### Track usage over the die, run 1

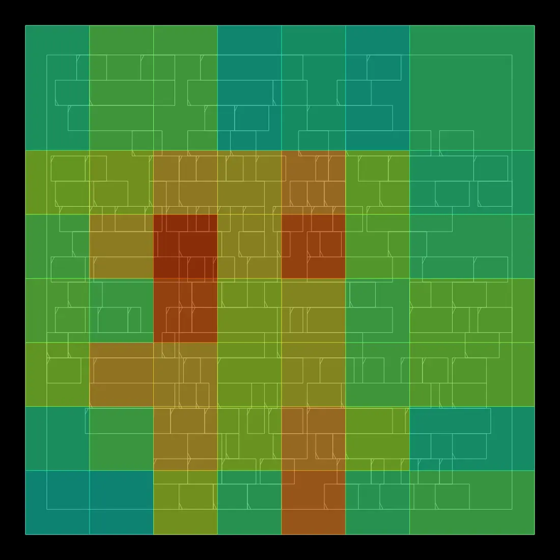
### Metal layers overlaid, run 1

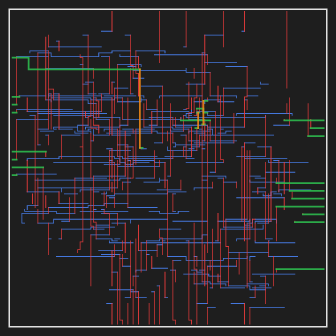
### Routed clock nets over the placement, run 1

Scale bar: 20 um.
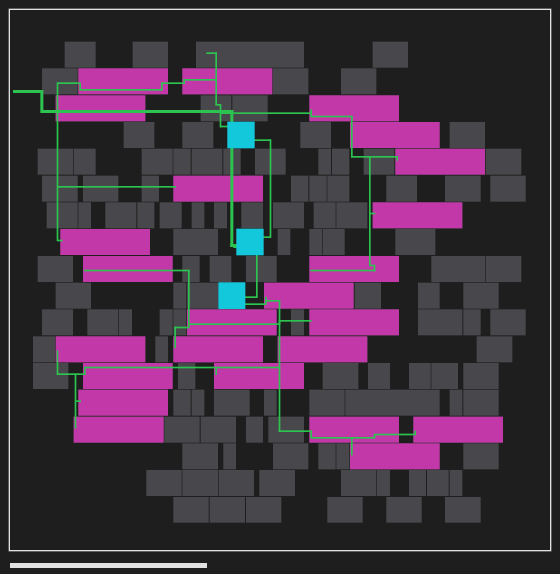
### M2 wires, run 1

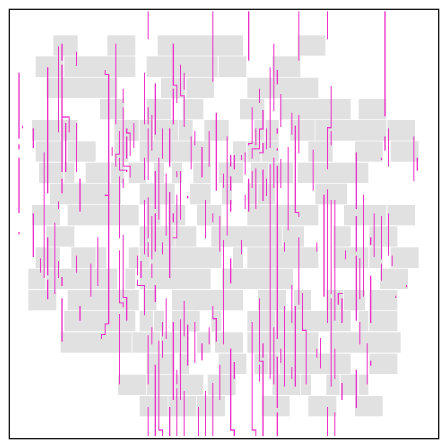
==> config.mk <==
export PLATFORM = sky130hd
export DESIGN_NAME = rr_stream_mux
export DESIGN_NICKNAME = d
export VERILOG_FILES = /design/src/rtl/rr_stream_mux.sv
export SDC_FILE = /design/constraint.sdc
export NUM_CORES = 1
export LEC_CHECK = 0
export ABC_AREA = 0
export ABC_CLOCK_PERIOD_IN_PS = 3950
export CORE_MARGIN = 2
export CORE_UTILIZATION = 43
export CTS_CLUSTER_SIZE = 24
export DETAILED_ROUTE_END_ITERATION = 6
export PLACE_DENSITY_LB_ADDON = 0.25
export SETUP_SLACK_MARGIN = 0.3
export SYNTH_ARGS = -nofsm -noshare
export SYNTH_HDL_FRONTEND = slang
export SYNTH_SLANG_ARGS = --single-unit
export TNS_END_PERCENT = 30
==> constraint.sdc <==
create_clock -name clk -period 3.95 [get_ports clk]
set_input_delay 0.5925 -clock clk [delete_from_list [all_inputs] [get_ports clk]]
set_output_delay 0.5925 -clock clk [all_outputs]
set_load 0.005 [all_outputs]
==> results.txt <==
Status - completed
Routed wl met2 - 1110 um
RSZ-0062 raised after global routing - false
Power Internal - 499 uW
Net switching power - 187 uW
Sequential share of power - 49.0%
Tcrit/Tclk final - 76.2%
Cell row count - 18
Flop count - 24
YS chip area - 1110 um2
Crit path required time - 3.36 ns
Reg area - 601 um2
Logic cell area - 495 um2
Seq area share - 38.1%
Max reg flops - 16
Inserted Clock Buffers - 3
CORE AREA - 2450 um2
Clk slew on worst S/H paths - 0.13 ns
#FFs+latches synth - 24
Hold bufs inserted after CTS - 0
Log Warnings - 26
Most used cell, CP - clkdlybuf4s50_1
Top non-seq family - simple AND/OR/NAND/NOR gates
Hold WS - 0.473 ns
Gpl congestion - 0.828
Layout fillers - 208
Met3 Use GR - 2.46%
CTS resizes - 0
Worst slew pin tran - 1.02 ns
# DRC - 0
Top cell category - flip-flops and latches
Combinational share of cell area - 31.4%
Worst Path Arrival - 2.42 ns
Worst vdd ir - 0.302 mV
Final setup violation count - 0
Cell total in the yosys stat output - 99
Reg2reg path depth - 4
Top cell excl fill/tap - clkdlybuf4s50_1
Number of clock buffers in the layout - 3
Ys flop type - dfrtp_1
Clock skew - 0.00150 ns
Fp util - 45.3%
Final instance area - 1580 um2
Compound Share, Synth - 7.87%
Mux cell area share - 4.95%
Final Hold Viols - 0
Dominant logic cell types in the final layout - clkdlybuf4s50_1 (38), dfrtp_1 (24), nand2_1 (13)
MaxCap Viol Count - 0
Clock power share - 25.5%
Area leader, netlist - dfrtp_1
Switch share - 27.3%
Crit path launch type - input port
Slew Viols, Final - 0
Synth Net Count - 115
Buf/Inv on CP - 2
Critical path class - in2out
I/O pins - 39
Die area - 3010 um2
Comb power frac - 25.5%
Ys Warns - 0
Top cells by area - dfrtp_1 (54%), xnor2_1 (6.3%), xor2_1 (5.5%), nand2_1 (4.4%), mux2i_1 (3.6%)
Yosys adder share - 1.12%
# nets final - 157
Die Ht - 54.9 um
Initial antenna violation count - 0
Number of logic inverters in the finished layout - 1
Mean post-synth cell area - 11.2 um2
Post-synthesis instance total - 99
Non-clock buffer share of cell area - 24.6%
Sequential element share of the synthesized area - 54.0%
Core Util, Final - 64.3%
Fin cells - 170
Post-CTS Setup Bufs - 0
Setup tns final - 0 ns
Clock sink count - 24
Deepest clock path buffer count - 2
Detailed-route wire length on metal 1 - 1070 um
Post-synth EDFFs - 0
Met1 Resource Use GR - 23.0%
Distinct cells, synth - 26
# Taps - 30
Via-per-instance ratio - 5.33
Hold WC Path Type - reg2reg
Worst path cell trace - clkdlybuf4s50_1 -> mux2_4 -> o2111ai_4 -> nor2_1 -> clkdlybuf4s50_1
Largest net degree at the start of global routing - 25
Critical Path Slowest Stage Cell - clkdlybuf4s50_1
Leak Pwr - 0.000693 uW
Final Power - 686 uW
Antenna Cells - 0
Top Layer Used - met4
Min Clock Period, post-route - 3.01 ns
Area fraction in xor and xnor cells - 11.8%
Crit-path max FO - 19
DP HPWL - 1740 um
Fmax - 332 MHz
Global-route wire length before repair - 3660 um
Signal buffers - 39
Synth top cell by count - dfrtp_1
Pwr dens - 435 nW/um2
Clock-cell share of area - 3.33%
CTS tree - built
WHS Path Cells - 1
Total gr overflow - 0
CP Capture Type - output pin
FFs w/ async S/R, synth - 100%
Max incr delay on CP - 0.50 ns
Delay-heaviest family, CP - buffers and inverters
Met3 wire length - 104 um
Setup ws final - 0.941 ns
Number of global-route vias before repair - 850
Cell depth of the worst setup path - 5
First-pass DRT Iterations - 4
# H-tree levels - 1
Setup slack, reg-to-reg - 2.32 ns
1st-iter DRT viols - 19
Die width - 54.9 um
Multi-Input Combinational - 72
Inst Count DP - 166
Largest type area fraction - 54.0%
Placement-stage cell area - 1530 um2
Antenna viol nets, final - 0
Cell Area, Synth - 1110 um2
Worst relative slew slack - 31.5%
Area grow syn2layout - 41.8%
Root Driver - clkbuf_4
Port bufs - 38
Top post-synthesis cells by count - dfrtp_1 (24), nand2_1 (13), xnor2_1 (8)
Layout cell share with drive strength beyond 1 - 6.43%
Dpl ws - 0.940 ns
-- 'Track usage over the die' (at the start) --
WL/cell: 13.6 um
global route hottest layer: met2

-- 'Metal layers overlaid' (at the start) --
metal 3: drawn in green, wire length 105 um. metal 2: drawn in red, wire length 1,110 um. metal 1: drawn in blue, wire length 1,070 um. metal 4: drawn in orange, wire length 20.4 um.
Vias: 906
Tot GR Track Use: 17.2%
Total Wirelength: 2310 um

-- 'Routed clock nets over the placement' (at the start) --
flip-flops: drawn in magenta, count 24. clock drivers: drawn in cyan, count 3. clock wires: drawn in green, length 261 um.
There are 4 routed clock nets.
P_clk: 175 uW
Latency at later pin: 0.31 ns

-- 'M2 wires' (at the start) --
139 nets have wire on it. The layer holds 48% of the routed length. The wires run mostly vertical. The layer carries 1,110 um of wire. The longest straight run is 32.0 um.
met2 GRT Util: 28.2%

## run 1: cell families after synthesis
| family | Yosys count |
|---|---|
| XOR/XNOR | 15 |
| AND-OR/OR-AND | 10 |
| multiplexers | 5 |
| AND/OR/NAND/NOR | 40 |
| flip-flops | 24 |
| adder cells (fa/ha/maj) | 1 |
| buffers and inverters | 3 |
| other | 1 |
## run 1: power by group through the flow
stage / clock network, uW / registers, uW / logic, uW
CTS: 178 / 337 / 178
global placement: 0 / 336 / 172
global route: 188 / 345 / 191
detailed placement: 0 / 342 / 176
finish: 175 / 336 / 175
floorplan: 0 / 334 / 64.4
Power figures rest on the tool's default switching activity, not on a simulated workload.
